### src/rtl/hart_meter.sv
// hart_meter: beat-interval meter on the slow clock.
// Averages the last four beat intervals and divides them into a scaled rate.
module hart_meter #(
  parameter int RATE_NUM = 3000,
  parameter int MIN_GAP  = 20,
  parameter int MAX_GAP  = 300,
  parameter int CNT_W    = 12
) (
  input  logic       slow,
  input  logic       reset,
  input  logic       beat,
  output logic [5:0] hart,
  output logic       hartValid,
  output logic       lost
);
  localparam logic [1:0] WAIT_FIRST = 2'd0;
  localparam logic [1:0] FILL       = 2'd1;
  localparam logic [1:0] DIV        = 2'd2;
  localparam logic [1:0] TRACK      = 2'd3;

  localparam int SW = CNT_W + 2;
  localparam int IW = $clog2(CNT_W + 1);
  localparam logic [CNT_W-1:0] MIN_C = CNT_W'(MIN_GAP);
  localparam logic [CNT_W-1:0] MAX_C = CNT_W'(MAX_GAP);
  localparam logic [CNT_W-1:0] NUM_C = CNT_W'(RATE_NUM);
  localparam logic [CNT_W-1:0] ONE_C = CNT_W'(1);
  localparam logic [IW-1:0] LAST_IT = IW'(CNT_W - 1);

  // [0] first sync stage, [1] second stage, [2] second stage delayed
  logic [2:0]       sync_q, sync_d;
  logic [1:0]       state_q, state_d;
  logic [CNT_W-1:0] cnt_q, cnt_d;
  logic [CNT_W-1:0] hist_q [4];
  logic [CNT_W-1:0] hist_d [4];
  logic [SW-1:0]    sum_q, sum_d;
  logic [2:0]       fill_q, fill_d;
  logic             pend_q, pend_d;
  logic [CNT_W-1:0] dvd_q, dvd_d;
  logic [CNT_W-1:0] rem_q, rem_d;
  logic [CNT_W-1:0] dvs_q, dvs_d;
  logic [IW-1:0]    it_q, it_d;
  logic [5:0]       hart_q, hart_d;
  logic             valid_q, valid_d;
  logic             lost_q, lost_d;

  logic             edge_w, accept, record;
  logic             timeout, done, start, ge;
  logic [CNT_W:0]   trial, diff;
  logic [CNT_W-1:0] quo_n;

  always_comb begin
    sync_d  = {sync_q[1], sync_q[0], beat};
    edge_w  = sync_q[1] & ~sync_q[2];
    accept  = edge_w & ((state_q == WAIT_FIRST) | (cnt_q >= MIN_C));
    record  = accept & (state_q != WAIT_FIRST);
    timeout = ~accept & (state_q != WAIT_FIRST)
            & (cnt_q == MAX_C - ONE_C);

    if (accept)              cnt_d = ONE_C;
    else if (cnt_q >= MAX_C) cnt_d = MAX_C;
    else                     cnt_d = cnt_q + ONE_C;

    // restoring step; the borrow bit doubles as the quotient bit
    trial = {rem_q, dvd_q[CNT_W-1]};
    diff  = trial - {1'b0, dvs_q};
    ge    = ~diff[CNT_W];
    quo_n = {dvd_q[CNT_W-2:0], ge};
    done  = (state_q == DIV) & (it_q == LAST_IT);

    hist_d = hist_q;
    sum_d  = sum_q;
    fill_d = fill_q;
    if (record) begin
      hist_d[0] = cnt_q;
      for (int i = 1; i < 4; i++) hist_d[i] = hist_q[i-1];
      sum_d = sum_q + SW'(cnt_q) - SW'(hist_q[3]);
      if (fill_q != 3'd4) fill_d = fill_q + 3'd1;
    end

    start = (record & ((state_q == TRACK)
          | ((state_q == FILL) & (fill_d == 3'd4))))
          | (done & (pend_q | record));

    state_d = state_q;
    pend_d  = pend_q;
    dvd_d   = dvd_q;
    rem_d   = rem_q;
    dvs_d   = dvs_q;
    it_d    = it_q;
    hart_d  = hart_q;
    valid_d = 1'b0;
    lost_d  = lost_q;

    unique case (state_q)
      WAIT_FIRST: if (accept) state_d = FILL;
      FILL, TRACK: if (start) state_d = DIV;
      DIV: begin
        dvd_d = quo_n;
        rem_d = ge ? diff[CNT_W-1:0] : trial[CNT_W-1:0];
        it_d  = it_q + IW'(1);
        if (record) pend_d = 1'b1;
        if (done) begin
          if ((dvs_q == '0) | (|quo_n[CNT_W-1:6])) hart_d = 6'd63;
          else hart_d = quo_n[5:0];
          valid_d = 1'b1;
          lost_d  = 1'b0;
          pend_d  = 1'b0;
          state_d = start ? DIV : TRACK;
        end
      end
      default: state_d = WAIT_FIRST;
    endcase

    if (start) begin
      dvs_d = sum_d[SW-1:2];
      dvd_d = NUM_C;
      rem_d = '0;
      it_d  = '0;
    end

    if (timeout) begin
      state_d = WAIT_FIRST;
      for (int i = 0; i < 4; i++) hist_d[i] = '0;
      sum_d   = '0;
      fill_d  = '0;
      pend_d  = 1'b0;
      hart_d  = '0;
      valid_d = 1'b1;
      lost_d  = 1'b1;
    end
  end

  always_ff @(posedge slow or negedge reset) begin
    if (!reset) begin
      sync_q  <= '0;
      state_q <= WAIT_FIRST;
      cnt_q   <= '0;
      for (int i = 0; i < 4; i++) hist_q[i] <= '0;
      sum_q   <= '0;
      fill_q  <= '0;
      pend_q  <= 1'b0;
      dvd_q   <= '0;
      rem_q   <= '0;
      dvs_q   <= '0;
      it_q    <= '0;
      hart_q  <= '0;
      valid_q <= 1'b0;
      lost_q  <= 1'b1;
    end else begin
      sync_q  <= sync_d;
      state_q <= state_d;
      cnt_q   <= cnt_d;
      hist_q  <= hist_d;
      sum_q   <= sum_d;
      fill_q  <= fill_d;
      pend_q  <= pend_d;
      dvd_q   <= dvd_d;
      rem_q   <= rem_d;
      dvs_q   <= dvs_d;
      it_q    <= it_d;
      hart_q  <= hart_d;
      valid_q <= valid_d;
      lost_q  <= lost_d;
    end
  end

  assign hart      = hart_q;
  assign hartValid = valid_q;
  assign lost      = lost_q;
endmodule

### config.mk
export PLATFORM = sky130hd
export DESIGN_NAME = hart_meter
export DESIGN_NICKNAME = d
export VERILOG_FILES = /design/src/rtl/hart_meter.sv
export SDC_FILE = /design/constraint.sdc
export NUM_CORES = 1
export LEC_CHECK = 0
export ABC_AREA = 1
export CAP_MARGIN = 20
export CORE_MARGIN = 2
export CORE_UTILIZATION = 65
export DETAILED_ROUTE_END_ITERATION = 8
export PLACE_DENSITY = 0.79
export SLEW_MARGIN = 10
export SYNTH_ARGS = -nofsm -noshare
export SYNTH_HDL_FRONTEND = slang
export SYNTH_SLANG_ARGS = --single-unit
### constraint.sdc
create_clock -name slow -period 6.1 [get_ports slow]
set_input_delay 0.915 -clock slow [delete_from_list [all_inputs] [get_ports slow]]
set_output_delay 0.915 -clock slow [all_outputs]
set_load 0.01 [all_outputs]
==> impl_metrics.json <==
{
  "first_pass_iters": 5,
  "comb_area_sq_um": 3170,
  "sw_frac_of_total_pct": 44.3,
  "min_path_cells": 0,
  "p_leak_nw": 3.91,
  "ys_cells": 851,
  "dr_wl_met3_um": 796,
  "rows": 38,
  "final-setup-viol-count": 0,
  "cts_setup_buffers": 0,
  "synth.avg_cell_area_sq_um": 8.35,
  "drc": 0,
  "ys_ff": 131,
  "worst_pin_slew_ps": 907,
  "rr_worst_depth": 13,
  "synth-async-reset-ratio_pct": 100,
  "preCtsSetupSlack_ps": 2310,
  "io-pin-count": 11,
  "yosysTopAreaCellShare_pct": 45.8,
  "cts.clk_slew.worst_paths_ps": 60,
  "cts_buffers": 17,
  "final_antenna_net_count": 0,
  "numPortBuffers": 10,
  "comb_cells": 553,
  "regArea_sq_um": 3280,
  "antenna_found_initial": 0,
  "log.warning_count": 29,
  "cp_max_fo": 45,
  "pg_clk_mw": 0.994,
  "synth_area_sq_um": 7110,
  "dp_cells": 977,
  "ff_count": 131,
  "p_seq_share_pct": 28.7,
  "startpoint": "state_q[0]$_DFFE_PN0P_",
  "common_cells": "136 x inv_1, 136 x nand2_1, 130 x dfrtp_1, 91 x o21ai_0",
  "htreeDepth": 4,
  "internal_power_mw": 2.73,
  "ys_chip_area_sq_um": 7110,
  "min_path_type": "reg2reg",
  "dpl.hpwl_mm": 10.9,
  "path_common_cell": "nand2_1",
  "p_comb_mw": 2.50,
  "ys_sh_simple_pct": 18.0,
  "fillers": 776,
  "regMostFlops": "hist_q",
  "seq_share_pct": 41.8,
  "drive_above_1_share_pct": 5.87,
  "status": "completed",
  "power_density_nw_per_um2": 625,
  "grt_use_met3_pct": 8.02,
  "slowest_delay_ps": 620,
  "wl_per_cell_um": 16.3,
  "die_area_sq_um": 11800,
  "largest_reg_flops": 48,
  "ir_drop_mv": 0.395,
  "largest_class": "flip-flops and latches",
  "synth_adder_area_share_pct": 9.12,
  "crit_slowest_cell": "a21boi_4",
  "ys_top_cells_by_area": "dfrtp_1 46%, inv_1 7.2%, nand2_1 7.2%",
  "vias": 5851,
  "highest_layer": "met4",
  "taps": 140,
  "met2WireLength_mm": 8.15,
  "vias_per_cell": 5.80,
  "area_growth_pct": 10.5,
  "place_congestion": 0.951,
  "synth-edff-count": 0,
  "ctsHoldBuffers": 0,
  "postSynthSeqShare_pct": 46.2,
  "startpoint_type": "flop",
  "cts_resized": 0,
  "min_period_ps": 3870,
  "cts_num_sinks": 131,
  "cts_tree": "built",
  "finalHoldViolCount": 0,
  "setup_ws_ps": 2230,
  "crit_buf_inv": 3,
  "crit_path_end": "dvd_q[7]$_DFFE_PN0P_",
  "p_switching_mw": 2.17,
  "globalRouteMet2Util_pct": 50.9,
  "topCombFamilyByArea": "simple AND/OR/NAND/NOR gates",
  "drt_iter0_drc": 526,
  "layout_worst_path_cycle_share_pct": 63.4,
  "r2r-end": "dvd_q[7]$_DFFE_PN0P_",
  "final_nets": 903,
  "placed_area_sq_um": 7270,
  "yosysTopAreaCell": "dfrtp_1",
  "num-nonclk-buffers": 12,
  "die_w_um": 109,
  "grt_use_met1_pct": 36.9,
  "reg.largest.list": "hist_q (48), sum_q (14)",
  "r2r_slack_ps": 2230,
  "required_ps": 6510,
  "finalPower_mw": 4.90,
  "hp-start": "sync_q[0]$_DFF_PN0_",
  "root_buffer": "clkbuf_8",
  "slew_viol_final": 0,
  "grt_use_total_pct": 30.7,
  "slew_headroom_pct": 39.4,
  "clockPowerShare_pct": 20.3,
  "lay_top_cells": "136 x inv_1, 136 x nand2_1, 130 x dfrtp_1",
  "n_all_inverters": 141,
  "reg2reg_from": "state_q[0]$_DFFE_PN0P_",
  "power-top-group": "combinational logic",
  "hold_path_end": "sync_q[1]$_DFF_PN0_"
}
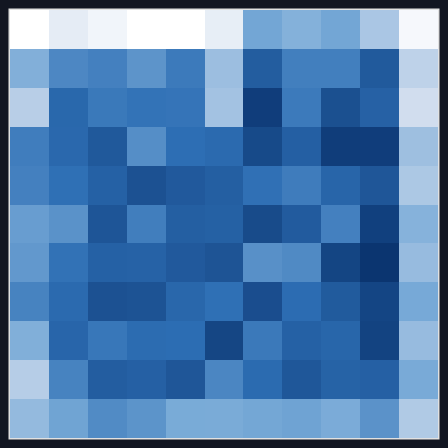
density.png
The die is cut into 11 by 11 equal tiles; white is low, dark blue is high, 0 to 100% covered.
The fullest tile reaches 98%. The mean over all tiles is 65%. 2.5% of the tiles are nearly empty. The densest ninth of the die: centre. 44% of the tiles are over 75% full.
Core Box Area: 10700 sq um
post-layout util: 73.0%
floorplan utilization: 66.1%

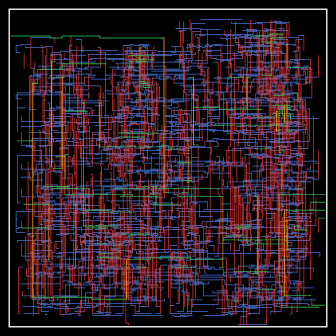
metal_stack.png
Orange shows met4, wire length 597 um. Green shows met3, wire length 797 um. Blue shows met1, wire length 6870 um. Red shows met2, wire length 8150 um.

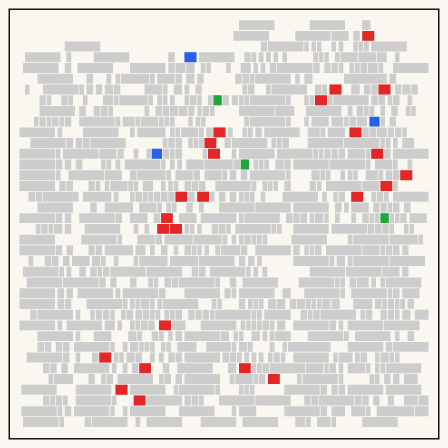
gate_families.png
Green shows AND and OR gates, cells 3. Blue shows AND-OR and OR-AND gates, cells 3. Red shows XOR/XNOR gates, cells 24.
Layout Cells excl Fill: 1009
Comb area share: 40.4%

Power is estimated from default activity; no workload was simulated.
